--- src/rtl/fnd_pkg.sv ---
// Shared definitions for the multiplexed seven-segment (FND) scan controller.
package fnd_pkg;

    typedef enum logic [1:0] {
        ST_IDLE  = 2'd0,
        ST_SHOW  = 2'd1,
        ST_BLANK = 2'd2
    } fnd_state_e;

    localparam logic [7:0] SEG_OFF = 8'hFF;
    localparam logic [7:0] COM_OFF = 8'hFF;

    // Active-low g..a patterns for hex digits 0-F.
    localparam logic [6:0] SEG_TABLE [16] = '{
        7'h40, 7'h79, 7'h24, 7'h30, 7'h19, 7'h12, 7'h02, 7'h78,
        7'h00, 7'h10, 7'h08, 7'h03, 7'h46, 7'h21, 7'h06, 7'h0E
    };

    function automatic logic [6:0] seg_lookup(input logic [3:0] value);
        return SEG_TABLE[value];
    endfunction

endpackage

--- src/rtl/fnd_seg_dec.sv ---
// Hex value plus decimal-point request to an active-low segment byte {dp, g..a}.
module fnd_seg_dec
    import fnd_pkg::*;
(
    input  logic [3:0] value,
    input  logic       dp,
    output logic [7:0] seg
);

    assign seg = {~dp, seg_lookup(value)};

endmodule

--- src/rtl/fnd_scan_ctrl.sv ---
// Time-multiplexed scan of up to eight FND digits with blanking gaps between digits.
// Optional leading-zero suppression is built when FND_LZ_SUPPRESS_EN is defined.
module fnd_scan_ctrl
    import fnd_pkg::*;
#(
    parameter int NUM_DIGITS = 4,
    parameter int SCAN_DIV   = 100000,
    parameter int BLANK_CYC  = 8
) (
    input  logic        clk,
    input  logic        rst,
    input  logic        en,
    input  logic [31:0] digit_val,
    input  logic [7:0]  dp_mask,
    input  logic [7:0]  blank_mask,
    output logic [7:0]  fnd_com,
    output logic [7:0]  fnd_data,
    output logic        frame_done
);

    localparam int MAX_CNT = (SCAN_DIV > BLANK_CYC) ? SCAN_DIV : BLANK_CYC;
    localparam int CW      = $clog2(MAX_CNT);
    localparam logic [CW-1:0] SHOW_LAST  = CW'(SCAN_DIV - 1);
    localparam logic [CW-1:0] BLANK_LAST = CW'(BLANK_CYC - 1);
    localparam logic [2:0]    LAST_IDX   = 3'(NUM_DIGITS - 1);

    fnd_state_e    state;
    logic [2:0]    idx;
    logic [CW-1:0] cnt;
    logic [31:0]   buf_val;
    logic [7:0]    buf_dp;
    logic [7:0]    buf_blank;
    logic [3:0]    cur_val;
    logic [7:0]    dec_seg;
    logic [7:0]    shown_data;

    // The frame buffer is only reloaded when a frame starts at digit 0.
    always_ff @(posedge clk or negedge rst) begin
        if (!rst) begin
            state     <= ST_IDLE;
            idx       <= '0;
            cnt       <= '0;
            buf_val   <= '0;
            buf_dp    <= '0;
            buf_blank <= '0;
        end else if (!en) begin
            state <= ST_IDLE;
            idx   <= '0;
            cnt   <= '0;
        end else begin
            case (state)
                ST_IDLE: begin
                    state     <= ST_SHOW;
                    idx       <= '0;
                    cnt       <= '0;
                    buf_val   <= digit_val;
                    buf_dp    <= dp_mask;
                    buf_blank <= blank_mask;
                end
                ST_SHOW: begin
                    if (cnt == SHOW_LAST) begin
                        state <= ST_BLANK;
                        cnt   <= '0;
                    end else begin
                        cnt <= cnt + CW'(1);
                    end
                end
                ST_BLANK: begin
                    if (cnt == BLANK_LAST) begin
                        state <= ST_SHOW;
                        cnt   <= '0;
                        if (idx == LAST_IDX) begin
                            idx       <= '0;
                            buf_val   <= digit_val;
                            buf_dp    <= dp_mask;
                            buf_blank <= blank_mask;
                        end else begin
                            idx <= idx + 3'd1;
                        end
                    end else begin
                        cnt <= cnt + CW'(1);
                    end
                end
                default: state <= ST_IDLE;
            endcase
        end
    end

    assign cur_val = buf_val[{idx, 2'b00} +: 4];

    fnd_seg_dec u_seg_dec (
        .value (cur_val),
        .dp    (buf_dp[idx]),
        .seg   (dec_seg)
    );

`ifdef FND_LZ_SUPPRESS_EN
    logic [2:0] lead_idx;

    always_comb begin
        lead_idx = '0;
        for (int k = 0; k < NUM_DIGITS; k++) begin
            if (buf_val[4*k +: 4] != 4'd0) lead_idx = 3'(k);
        end
    end

    always_comb begin
        shown_data = dec_seg;
        if (idx > lead_idx) shown_data = buf_dp[idx] ? 8'h7F : SEG_OFF;
        if (buf_blank[idx]) shown_data = SEG_OFF;
    end
`else
    always_comb begin
        shown_data = dec_seg;
        if (buf_blank[idx]) shown_data = SEG_OFF;
    end
`endif

    // Outputs trail the state by one cycle, so the first lit cycle follows the IDLE->SHOW edge.
    always_ff @(posedge clk or negedge rst) begin
        if (!rst) begin
            fnd_com    <= COM_OFF;
            fnd_data   <= SEG_OFF;
            frame_done <= 1'b0;
        end else begin
            fnd_com    <= (en && state == ST_SHOW) ? ~(8'h01 << idx) : COM_OFF;
            fnd_data   <= (en && state == ST_SHOW) ? shown_data : SEG_OFF;
            frame_done <= en && state == ST_BLANK && cnt == '0 && idx == LAST_IDX;
        end
    end

endmodule

--- config.mk ---
export PLATFORM = sky130hd
export DESIGN_NAME = fnd_scan_ctrl
export DESIGN_NICKNAME = d
export VERILOG_FILES = /design/src/rtl/fnd_pkg.sv /design/src/rtl/fnd_seg_dec.sv /design/src/rtl/fnd_scan_ctrl.sv
export SDC_FILE = /design/constraint.sdc
export NUM_CORES = 1
export LEC_CHECK = 0
export CORE_AREA = 2 2 70 121
export CTS_CLUSTER_DIAMETER = 100
export DETAILED_ROUTE_END_ITERATION = 16
export DIE_AREA = 0 0 72 123
export PLACE_DENSITY_LB_ADDON = 0.05
export SLEW_MARGIN = 20
export SYNTH_ARGS = -nofsm -noshare
export SYNTH_HDL_FRONTEND = slang
export SYNTH_HIERARCHICAL = 1
export SYNTH_SLANG_ARGS = --single-unit
--- constraint.sdc ---
create_clock -name clk -period 6.47 [get_ports clk]
set_input_delay 1.6175 -clock clk [delete_from_list [all_inputs] [get_ports clk]]
set_output_delay 1.6175 -clock clk [all_outputs]
set_load 0.01 [all_outputs]
**Congestion heat map**

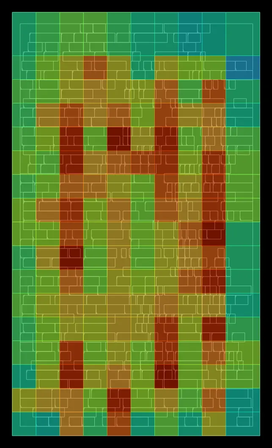
Layout Utilization: 70.4%
met2 usage: 41.9%
grt met1 use: 25.6%
met3 GRT Util: 4.16%
DR WL/cell: 17.4 µm

**Logic cells by family**

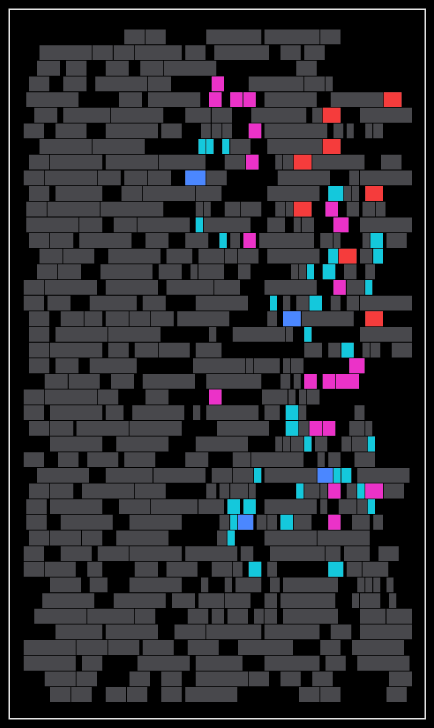
| color | family | cells |
|---|---|---|
| cyan | nor cells | 33 |
| magenta | and/or cells | 20 |
| blue | non-inverting ao/oa cells | 4 |
| red | xor and xnor cells | 8 |

**Metal 2**

Bar = 20 µm.
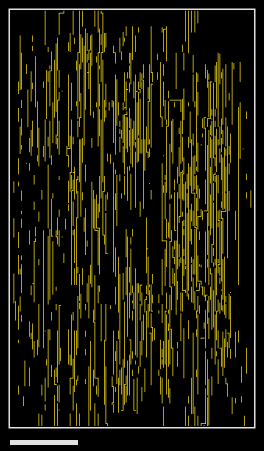
main direction: vertical
longest straight run: 52.4 µm
wire length on this layer: 5170 µm
Via Count: 3084
Routed Wire Length: 9180 µm

**Register map, names as in the netlist**

Bar = 20 µm. Other sequential cells in the stronger gray, the rest of the logic in the fainter gray.
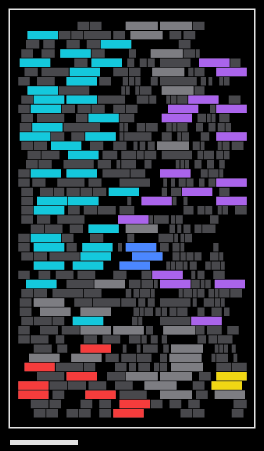
| color | name in the netlist | placed flops |
|---|---|---|
| red | `buf_blank` | 8 |
| cyan | `buf_val` | 32 |
| blue | `idx` | 3 |
| yellow | `state` | 2 |
| purple | `cnt` | 17 |

**The metal 3 layer**

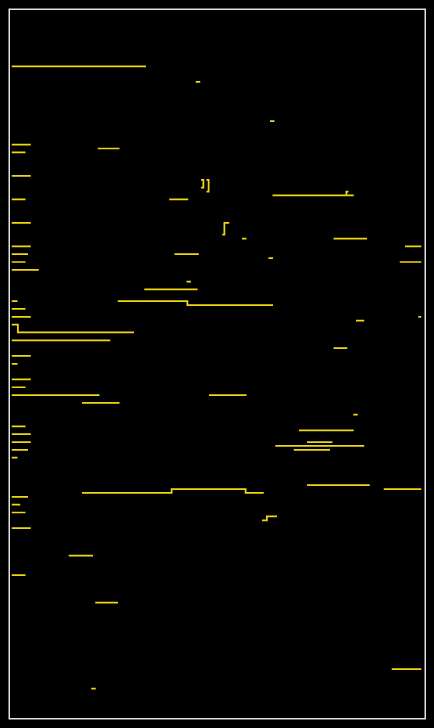
wire length on this layer: 336 µm
nets with wire on the layer: 52

## stage by stage
| stage | hold WS (ps) | area (µm²) |
|---|---|---|
| 2_1_floorplan | 474 | 4530 |
| 4_1_cts | 502 | 5570 |
| 6_report | 501 | 5570 |
| 3_3_place_gp | 484 | 5240 |
| 3_5_place_dp | 487 | 5240 |
| 5_1_grt | 508 | 5570 |
## cells by family after synthesis
family	count (synthesis)
xor gates and xnor gates	8
DFF	87
and+or+nand+nor	106
buffers and inverters	32
muxes	78
AOI/OAI and AO/OA	42
adders and majority gates	17
## flip-flops by register name, indices dropped and copies added, names as in the netlist
signal / flops
idx: 3
buf_blank: 8
fnd_data: 8
fnd_com: 8
state: 2
buf_dp: 8
frame_done: 1
cnt: 17
buf_val: 32
## worst max-delay path, stage by stage
cell and delay (ps):
clkdlybuf4s50_1 900, nand3_2 450, buf_4 440, mux2_4 350
## worst min path at each step
stage	endpoint	slack (ps)	cells past startpoint
3_3_place_gp	buf_val[29]	480	1
4_1_cts	buf_val[10]	500	1
5_1_grt	buf_val[10]	510	1
6_report	buf_val[10]	500	1
2_1_floorplan	buf_val[10]	470	1
3_5_place_dp	buf_val[24]	490	1
## power breakdown
part,leakage (µW),internal [µW],total (µW),switching (µW)
sequential,0.00105,735,833,98.0
clock,0.000161,344,563,220
combinational,0.00113,522,930,407
total,0.00234,1600,2330,725
## placed cells by master, fill, tap and decap left out, types with 3 or more instances in the layout
| master | n |
|---|---|
| nand3_1 | 11 |
| nand4_1 | 10 |
| inv_1 | 14 |
| dfstp_2 | 16 |
| mux2_2 | 33 |
| mux2i_1 | 12 |
| o22ai_1 | 5 |
| nor2b_1 | 5 |
| or3_1 | 4 |
| nor2_1 | 18 |
| dfrtp_1 | 71 |
| o21ai_0 | 12 |
| or2_2 | 8 |
| mux4_2 | 13 |
| inv_6 | 3 |
| clkbuf_16 | 9 |
| nand2b_1 | 4 |
| nand2_1 | 27 |
| xnor2_1 | 4 |
| mux2_4 | 20 |
| nor3_1 | 3 |
| nor4_1 | 5 |
| ha_1 | 17 |
| a21oi_1 | 7 |
| clkdlybuf4s50_1 | 66 |
| buf_4 | 3 |
| xor2_1 | 4 |
## layout make-up
type                    count  share of cell area, %
clock inverters             7                   1.86
multi-input cells         251                   39.2
inverters                  14                  0.944
well taps                  90                   2.02
clock buffers               9                   4.04
flip-flops and latches     87                   39.5
repair buffers             70                   12.5
## per-layer routing
layer,vias to the layer above,part of all wire [%],routed length [µm],global-route usage (%)
met1,1523,37,3430,25.6
li1,1459,-,-,-
met4,0,2.7,244,11.2
met2,82,56,5170,41.9
met3,20,3.6,335,4.16
met5,-,0,0,0
==> flow_summary.ini <==
; generated from flow reports
[global_routing]
overflow = 0
grt_pass1_wl_um = 15500

[placed_design]
io_buffers = 67
place_congestion = 0.881

[final_layout]
drive_gt1_share_pct = 26.0
instances_no_fill = 528
comb_area_mm2 = 0.00218

[drt]
drcViolationCount = 0
detail-route-antenna-nets = 0
via_per_inst = 5.84

[logic_synthesis]
area_leaders = dfrtp_1, dfstp_2, mux2_2
avgSynthCellArea_um2 = 12.2
yosysTopAreaCellShare_pct = 39.2
ys.flop_type = dfrtp_1
netlist_instances = 370
synthSimpleGateAreaFrac_pct = 12.0
yosysTopAreaCell = dfrtp_1
fa_ha_area_share_pct = 4.70
aoi_share_pct = 5.88

[clock_network]
numCtsBuffers = 9
tritoncts = built
clockRootBuffer = clkbuf_16
cts_max_level = 3
hold_buffers = 0
post_cts_buffers = 0
clock_latency_ps = 340

[timing]
fmax_mhz = 280
fin_tns_setup_ps = 0
hold_violations = 0
slew_viol_final = 0

[setup_path]
start_kind = input port
crit_required_ps = 6690

[floorplan]
rows = 43

[pwr]
power_uw = 2330

[run_status]
status = complete, no violations
Power and IR drop assume default switching activity.
